[config.mk]
export PLATFORM = sky130hd
export DESIGN_NAME = data_mem_access_ctrl_flat
export DESIGN_NICKNAME = d
export VERILOG_FILES = /design/src/rtl/data_mem_access_ctrl_if.sv /design/src/rtl/data_mem_access_ctrl.sv /design/src/flat_wrapper.sv
export SDC_FILE = /design/constraint.sdc
export NUM_CORES = 1
export LEC_CHECK = 0
export ABC_CLOCK_PERIOD_IN_PS = 1500
export CORE_MARGIN = 5
export CORE_UTILIZATION = 45
export DETAILED_ROUTE_END_ITERATION = 16
export HOLD_SLACK_MARGIN = 0.06
export PLACE_DENSITY = 0.86
export SKIP_CTS_REPAIR_TIMING = 1
export SYNTH_ARGS = -nofsm -noshare
export SYNTH_HDL_FRONTEND = slang
export SYNTH_SLANG_ARGS = --single-unit
[constraint.sdc]
create_clock -name clock -period 1.5 [get_ports clock]
set_input_delay 0.225 -clock clock [delete_from_list [all_inputs] [get_ports clock]]
set_output_delay 0.225 -clock clock [all_outputs]
set_load 0.01 [all_outputs]
[src/rtl/data_mem_access_ctrl_if.sv]
// Memory-stage request/response and data-memory bus bundle.
// The slave modport is the controller's view; master is the view of the
// pipeline and memory that surround it.
interface data_mem_access_ctrl_if #(
   parameter int ADDR_W = 16,
   parameter int DATA_W = 16
);
   logic              req_valid;
   logic              req_ready;
   logic [1:0]        req_op;
   logic [ADDR_W-1:0] req_addr;
   logic [DATA_W-1:0] req_wdata;
   logic              dmem_en;
   logic              dmem_we;
   logic [ADDR_W-1:0] dmem_addr;
   logic [DATA_W-1:0] dmem_din;
   logic [DATA_W-1:0] dmem_dout;
   logic              rsp_valid;
   logic [DATA_W-1:0] rsp_data;

   modport slave (
      input  req_valid, req_op, req_addr, req_wdata, dmem_dout,
      output req_ready, dmem_en, dmem_we, dmem_addr, dmem_din, rsp_valid, rsp_data
   );

   modport master (
      output req_valid, req_op, req_addr, req_wdata, dmem_dout,
      input  req_ready, dmem_en, dmem_we, dmem_addr, dmem_din, rsp_valid, rsp_data
   );
endinterface

[src/rtl/data_mem_access_ctrl.sv]
// Memory-stage access controller: LD/ST take one data-memory access,
// LDI/STI first read a pointer and then access the location it names.
// Every output is decoded from registered state and captured fields only.
module data_mem_access_ctrl #(
   parameter int ADDR_W = 16,
   parameter int DATA_W = 16
) (
   input  logic                   clock,
   input  logic                   reset_n,
   data_mem_access_ctrl_if.slave  bus
);
   typedef enum logic [2:0] {IDLE, ISSUE1, WAIT1, ISSUE2, WAIT2, RESP} state_t;

   localparam logic [1:0] OP_LD  = 2'b00;
   localparam logic [1:0] OP_ST  = 2'b01;
   localparam logic [1:0] OP_LDI = 2'b10;
   localparam logic [1:0] OP_STI = 2'b11;

   state_t            state, next_state;
   logic [1:0]        op_q;
   logic [ADDR_W-1:0] addr_q;
   logic [DATA_W-1:0] wdata_q;
   logic [DATA_W-1:0] data_q;
   // Last driven bus/response values, held while the controller is not driving.
   logic [ADDR_W-1:0] addr_hold_q;
   logic [DATA_W-1:0] din_hold_q;
   logic [DATA_W-1:0] rsp_hold_q;

   logic              req_ready;
   logic              dmem_en;
   logic              dmem_we;
   logic [ADDR_W-1:0] dmem_addr;
   logic [DATA_W-1:0] dmem_din;
   logic              rsp_valid;
   logic [DATA_W-1:0] rsp_data;
   logic              accept;

   assign accept = bus.req_valid && req_ready;

   // State register; reset aborts any access in flight.
   always_ff @(posedge clock or negedge reset_n) begin
      if (!reset_n) state <= IDLE;
      else          state <= next_state;
   end

   // Next state and all bus/response outputs from the current state.
   always_comb begin
      next_state = state;
      req_ready  = 1'b0;
      dmem_en    = 1'b0;
      dmem_we    = 1'b0;
      dmem_addr  = addr_hold_q;
      dmem_din   = din_hold_q;
      rsp_valid  = 1'b0;
      rsp_data   = rsp_hold_q;
      case (state)
         IDLE: begin
            req_ready = 1'b1;
            if (bus.req_valid) next_state = ISSUE1;
         end
         ISSUE1: begin
            dmem_en    = 1'b1;
            dmem_we    = (op_q == OP_ST);
            dmem_addr  = addr_q;
            dmem_din   = wdata_q;
            next_state = (op_q == OP_ST) ? RESP : WAIT1;
         end
         WAIT1: next_state = (op_q == OP_LD) ? RESP : ISSUE2;
         ISSUE2: begin
            // Pointer from the first read is used verbatim as the address.
            dmem_en    = 1'b1;
            dmem_we    = (op_q == OP_STI);
            dmem_addr  = data_q;
            dmem_din   = wdata_q;
            next_state = (op_q == OP_STI) ? RESP : WAIT2;
         end
         WAIT2: next_state = RESP;
         RESP: begin
            rsp_valid  = 1'b1;
            // Stores report the word written; loads report the word read.
            rsp_data   = (op_q == OP_ST || op_q == OP_STI) ? wdata_q : data_q;
            next_state = IDLE;
         end
         default: next_state = IDLE;
      endcase
   end

   // Request capture, read-data capture and output hold registers.
   always_ff @(posedge clock or negedge reset_n) begin
      if (!reset_n) begin
         op_q        <= OP_LD;
         addr_q      <= '0;
         wdata_q     <= '0;
         data_q      <= '0;
         addr_hold_q <= '0;
         din_hold_q  <= '0;
         rsp_hold_q  <= '0;
      end else begin
         if (accept) begin
            op_q    <= bus.req_op;
            addr_q  <= bus.req_addr;
            wdata_q <= bus.req_wdata;
         end
         if (state == WAIT1 || state == WAIT2) data_q <= bus.dmem_dout;
         if (dmem_en) begin
            addr_hold_q <= dmem_addr;
            din_hold_q  <= dmem_din;
         end
         if (rsp_valid) rsp_hold_q <= rsp_data;
      end
   end

   assign bus.req_ready = req_ready;
   assign bus.dmem_en   = dmem_en;
   assign bus.dmem_we   = dmem_we;
   assign bus.dmem_addr = dmem_addr;
   assign bus.dmem_din  = dmem_din;
   assign bus.rsp_valid = rsp_valid;
   assign bus.rsp_data  = rsp_data;
endmodule

[src/flat_wrapper.sv]
// flat-port wrapper written by rule: the top's interface ports become plain ports
module data_mem_access_ctrl_flat 
#(
   parameter int ADDR_W = 16,
   parameter int DATA_W = 16
)
  (clock, reset_n, bus_req_valid, bus_req_op, bus_req_addr, bus_req_wdata, bus_dmem_dout, bus_req_ready, bus_dmem_en, bus_dmem_we, bus_dmem_addr, bus_dmem_din, bus_rsp_valid, bus_rsp_data);
  data_mem_access_ctrl_if #(.ADDR_W(ADDR_W), .DATA_W(DATA_W)) bus_i ();
  input  logic clock;
  input  logic reset_n;
  input wire logic [$bits(bus_i.req_valid)-1:0] bus_req_valid;
  input wire logic [$bits(bus_i.req_op)-1:0] bus_req_op;
  input wire logic [$bits(bus_i.req_addr)-1:0] bus_req_addr;
  input wire logic [$bits(bus_i.req_wdata)-1:0] bus_req_wdata;
  input wire logic [$bits(bus_i.dmem_dout)-1:0] bus_dmem_dout;
  output wire logic [$bits(bus_i.req_ready)-1:0] bus_req_ready;
  output wire logic [$bits(bus_i.dmem_en)-1:0] bus_dmem_en;
  output wire logic [$bits(bus_i.dmem_we)-1:0] bus_dmem_we;
  output wire logic [$bits(bus_i.dmem_addr)-1:0] bus_dmem_addr;
  output wire logic [$bits(bus_i.dmem_din)-1:0] bus_dmem_din;
  output wire logic [$bits(bus_i.rsp_valid)-1:0] bus_rsp_valid;
  output wire logic [$bits(bus_i.rsp_data)-1:0] bus_rsp_data;
  assign bus_i.req_valid = bus_req_valid;
  assign bus_i.req_op = bus_req_op;
  assign bus_i.req_addr = bus_req_addr;
  assign bus_i.req_wdata = bus_req_wdata;
  assign bus_i.dmem_dout = bus_dmem_dout;
  assign bus_req_ready = bus_i.req_ready;
  assign bus_dmem_en = bus_i.dmem_en;
  assign bus_dmem_we = bus_i.dmem_we;
  assign bus_dmem_addr = bus_i.dmem_addr;
  assign bus_dmem_din = bus_i.dmem_din;
  assign bus_rsp_valid = bus_i.rsp_valid;
  assign bus_rsp_data = bus_i.rsp_data;
  data_mem_access_ctrl #(.ADDR_W(ADDR_W), .DATA_W(DATA_W)) u_core (.clock(clock), .reset_n(reset_n), .bus(bus_i));
endmodule
### Port wiring, run 1

Scale bar: 20 um.
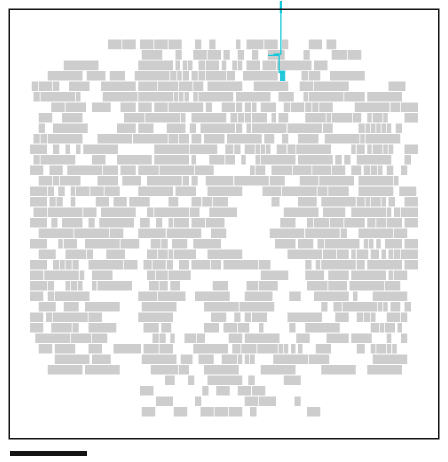
bus_rsp_valid: shown in cyan, bits 1, direction output, edge top, end cells 1, buffers 1, wire 21.2 um.
Ports: 105
number of port buffers: 104

### Floorplan with the power grid, run 1

Pins as bars on the die edge. Tap cells in gray.
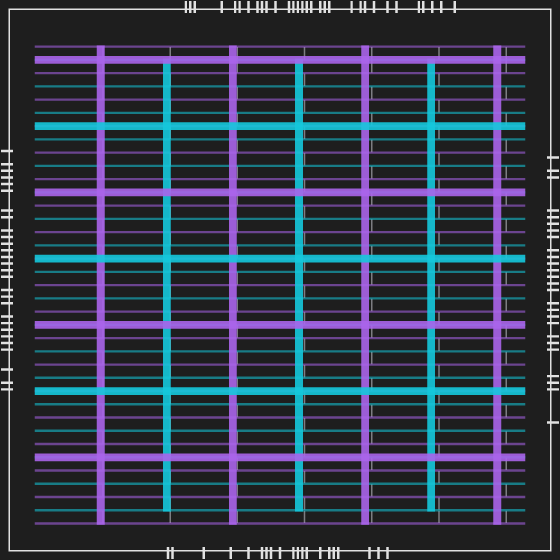
VSS: shown in purple. VDD: shown in cyan.
7 straps on met5. 133 tap cells.

### Routed metal, one color a layer, run 1

Two of the layers only.
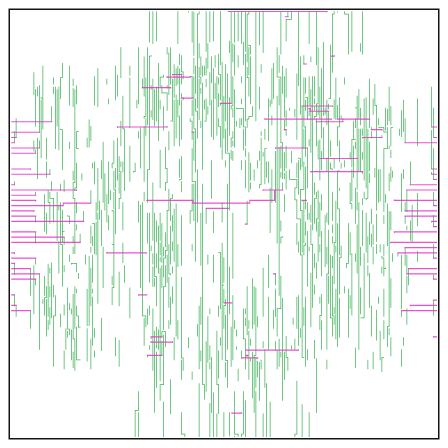
met2: shown in green, wire length 5980 um. met3: shown in magenta, wire length 575 um.

### Track usage over the die, run 1

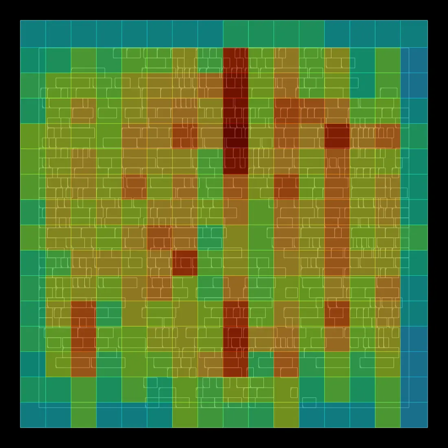
GR Layer Usage met3: 4.04%
met2 Usage GRT: 30.7%
fraction of the core area covered by cells at the end of the flow: 64.9%
Global Route met1 Usage: 24.0%

==> deck_impl_summary.md, run 1 <==
Physical Implementation Snapshot

STA
  – Setup-failing EPs final: 96
  – Relative slew slack: 74.4%
  – Final worst slack: -0.347 ns

Run status
  – Failing checks: negative setup slack
  – Status: finished, violations left

Critical path
  – Top Family by Delay on Critical Path: buffers and inverters
  – Capturing point of the worst reg2reg path: u_core.op_q[1]
  – WS Path Type: reg2out

Synthesis
  – Cell type with the largest total area: sky130_fd_sc_hd__dfrtp_1
  – Sequential area share after synthesis: 55.2%
  – Flip-flop and latch count after synthesis: 101
  – Asr flop ratio synth: 100%

Placement
  – Post-placement setup slack: -0.384 ns

CTS
  – Clock slew at the register clock pins of the worst setup and hold paths: 0.09 ns
  – Number of buffers inserted during clock tree synthesis: 9
  – H-tree levels: 3

Power and ir drop
  – Internal: 9.26 mW
  – Switching pwr: 5.96 mW

Layout
  – Non-clock inverter total of the final layout: 2
  – Proportion of cell area spent on the clock network: 2.52%

Floorplan
  – Die Width: 111 um
==> run 1: how the worst max path moves through the flow <==
| stage | slack, ns | start | depth (start not counted) | end |
|---|---|---|---|---|
| floorplan | -0.06 | u_core.state[2] | 6 | u_core.addr_q[0] |
| global placement | -0.34 | u_core.state[1] | 4 | bus_dmem_addr[12] |
| detailed placement | -0.38 | u_core.state[1] | 4 | bus_dmem_addr[12] |
| CTS | -0.80 | u_core.state[2] | 4 | bus_dmem_addr[3] |
| global route | -0.40 | u_core.state[1] | 6 | bus_rsp_data[12] |
| finish | -0.35 | u_core.state[1] | 5 | bus_rsp_data[11] |
==> run 1: per-stage QoR <==
| step | util [%] | setup TNS (ns) | instance area (um2) | hold slack, ns |
|---|---|---|---|---|
| after CTS | 62.9 | -41.35 | 6200 | -0.225 |
| after global routing | 64.9 | -26.48 | 6400 | 0.357 |
| final | 64.9 | -19.52 | 6400 | 0.328 |
| after detailed placement | 61.2 | -20.08 | 6040 | 0.171 |
| after floorplan | - | -1.75 | 4580 | -0.0706 |
| after global placement | 61.2 | -17.10 | 6040 | 0.165 |
==> run 1: kinds of logic (layout without fill, tap and decap cells) <==
| group | after synthesis | in the layout | synth area share (%) |
|---|---|---|---|
| flip-flops | 101 | 101 | 55.2 |
| multiplexers | 82 | 82 | 21.7 |
| AND-OR/OR-AND | 73 | 73 | 8.31 |
| XOR/XNOR | 2 | 2 | 0.547 |
| buffers and inverters | 27 | 171 | 4.54 |
| AND/OR/NAND/NOR | 107 | 107 | 9.67 |
==> run 1: metal layers <==
layer,routed length (um),vias to the layer above,share of wire [%],track usage [%]
met3,575,21,4.7,4.04
met5,0,-,0,0
met4,265,0,2.2,5.91
li1,-,1613,-,-
met2,5980,112,49,30.7
met1,5290,1695,44,24.0
### Metal 1, run 1

Scale bar: 20 um. Supply wires on this layer in gray. Cells faint in the background.
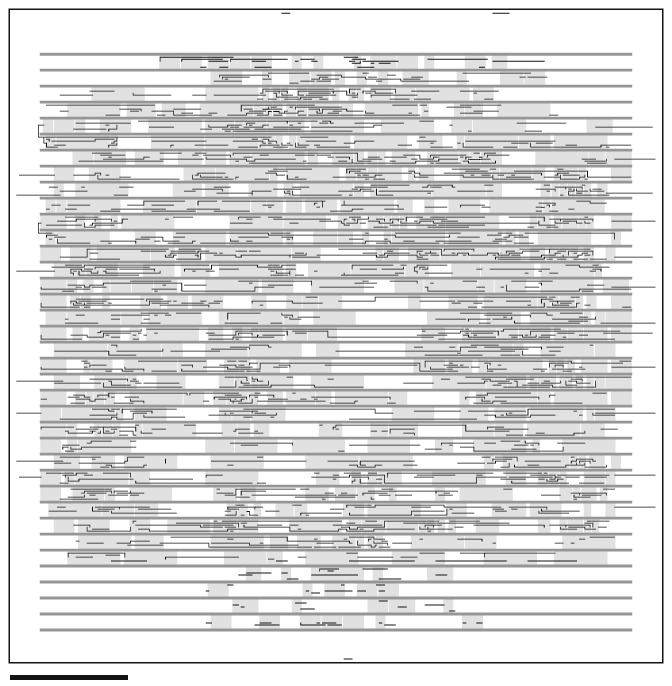

==> inputs of run 2 (changes only) <==
--- a/config.mk
+++ b/config.mk
@@ -5,12 +5,11 @@
 export SDC_FILE = /design/constraint.sdc
 export NUM_CORES = 1
 export LEC_CHECK = 0
-export ABC_CLOCK_PERIOD_IN_PS = 1500
 export CORE_MARGIN = 5
 export CORE_UTILIZATION = 45
 export DETAILED_ROUTE_END_ITERATION = 16
 export HOLD_SLACK_MARGIN = 0.06
-export PLACE_DENSITY = 0.86
+export PLACE_DENSITY = 0.76
 export SKIP_CTS_REPAIR_TIMING = 1
 export SYNTH_ARGS = -nofsm -noshare
 export SYNTH_HDL_FRONTEND = slang
### Metal 1, run 2

Scale bar: 20 um. Supply wires on this layer in gray. Cells faint in the background.
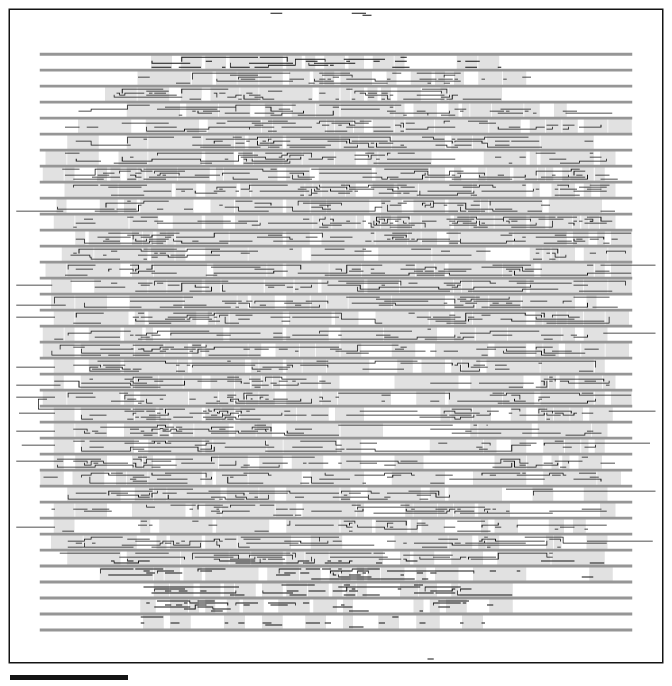
578 nets have wire on it. The layer holds 40% of the routed length. The longest straight run is 47.4 um.

### Floorplan with the power grid, run 2

Pins as bars on the die edge. Tap cells in gray.
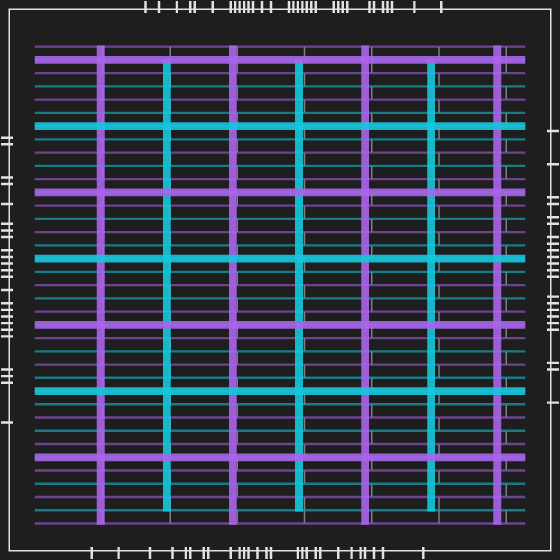
VDD: shown in cyan. VSS: shown in purple.
7 straps on met5. 37 met1 rails follow the rows. 7 straps on met4. 105 signal pins sit on the boundary. 133 tap cells.
Core Box Area: 0.00986 mm2
Die Width: 111 um
maximum resistive drop on vdd: 1680 uV

### Port wiring, run 2

Scale bar: 20 um.
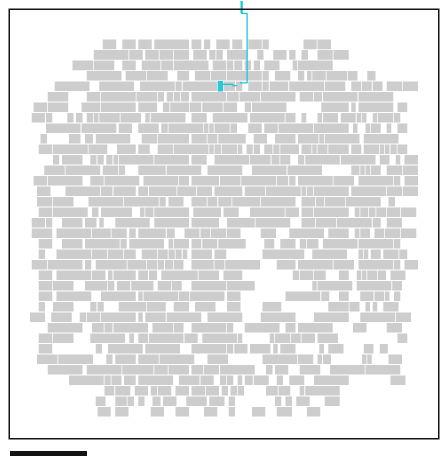
bus_rsp_valid: shown in cyan, bits 1, direction output, edge top, end cells 1, buffers 1, wire 26.0 um.

==> deck_impl_summary.md, run 2 <==
Physical Implementation Snapshot

Placement
  – Gp weighted congestion: 0.783
  – Post-placement setup slack: -0.391 ns
  – Number of port buffers: 104
  – Cell area after placement: 0.00603 mm2

Synthesis
  – Asr flop ratio synth: 100%
  – Flip-flop and latch count after synthesis: 101
  – Number of standard cells after synthesis: 392

Global route
  – Gr busiest metal: met2
  – Met2 Usage GRT: 30.1%
  – Global Route met1 Usage: 23.4%
  – GR Layer Usage met3: 4.48%

Critical path
  – Capturing point of the worst reg2reg path: u_core.wdata_q[7]
  – WS Path Type: reg2out

STA
  – Worst hold margin: 0.304 ns
  – TNS Setup: -25.96 ns
  – Setup-failing EPs final: 105
  – Final worst slack: -0.471 ns
  – Relative slew slack: 74.2%

Layout
  – Fraction of the core area covered by cells at the end of the flow: 74.2%
  – Proportion of cell area spent on the clock network: 2.72%
  – Area growth, synth to finish: 59.8%
  – Non-clock inverter total of the final layout: 2

Run status
  – Failing checks: negative setup slack
  – Status: finished, violations left

Power and ir drop
  – Internal: 11.4 mW
  – Switching pwr: 7.38 mW

CTS
  – H-tree levels: 3
  – Clock slew at the register clock pins of the worst setup and hold paths: 0.10 ns

Drt
  – First-pass DRT Iterations: 5
  – Vias post-DR: 3696

Floorplan
  – Ports: 105
## run 2: cell counts after synthesis
No cell type changed its count.
## run 2: cells by family after synthesis
family / Yosys count / share of synthesized area, %
flip-flops: 101 / 55.2
XOR/XNOR: 2 / 0.547
AND-OR/OR-AND: 73 / 8.31
multiplexers: 82 / 21.7
buffers and inverters: 27 / 4.54
AND/OR/NAND/NOR: 107 / 9.67
## run 2: how the worst max path moves through the flow
stage	start	end	slack [ns]
floorplan	u_core.state[2]	u_core.addr_q[0]	-0.06
global placement	u_core.state[2]	bus_dmem_addr[1]	-0.37
detailed placement	u_core.state[2]	bus_dmem_addr[1]	-0.39
CTS	u_core.state[2]	bus_dmem_addr[1]	-0.82
global route	u_core.state[1]	bus_rsp_data[9]	-0.50
finish	u_core.state[1]	bus_rsp_data[9]	-0.47
## run 2: power groups by stage
stage / Sequential (mW) / Clock [mW] / Combinational [mW]
after floorplan: 4.62 / 0 / 4.82
after global placement: 4.88 / 0 / 8.25
after detailed placement: 4.95 / 0 / 8.46
after CTS: 4.89 / 1.79 / 8.51
after global routing: 5.37 / 1.90 / 12.4
final: 5.26 / 1.78 / 11.7
## run 2: layer usage
metal	up-vias	share of wire, %
met5	-	0
met4	0	2.0
met3	22	4.9
met2	121	53
met1	1848	40
li1	1705	-
## run 2: worst max-delay path, cell delays in order, from the launching register on
cell	delay (ns)
sky130_fd_sc_hd__dfrtp_1	0.42
sky130_fd_sc_hd__nand3b_1	0.25
sky130_fd_sc_hd__buf_6	0.18
sky130_fd_sc_hd__clkbuf_16	0.15
sky130_fd_sc_hd__buf_8	0.12
sky130_fd_sc_hd__nand2_4	0.07
sky130_fd_sc_hd__o21ai_2	0.05
sky130_fd_sc_hd__buf_2	0.14
Power figures rest on the tool's default switching activity, not on a simulated workload.
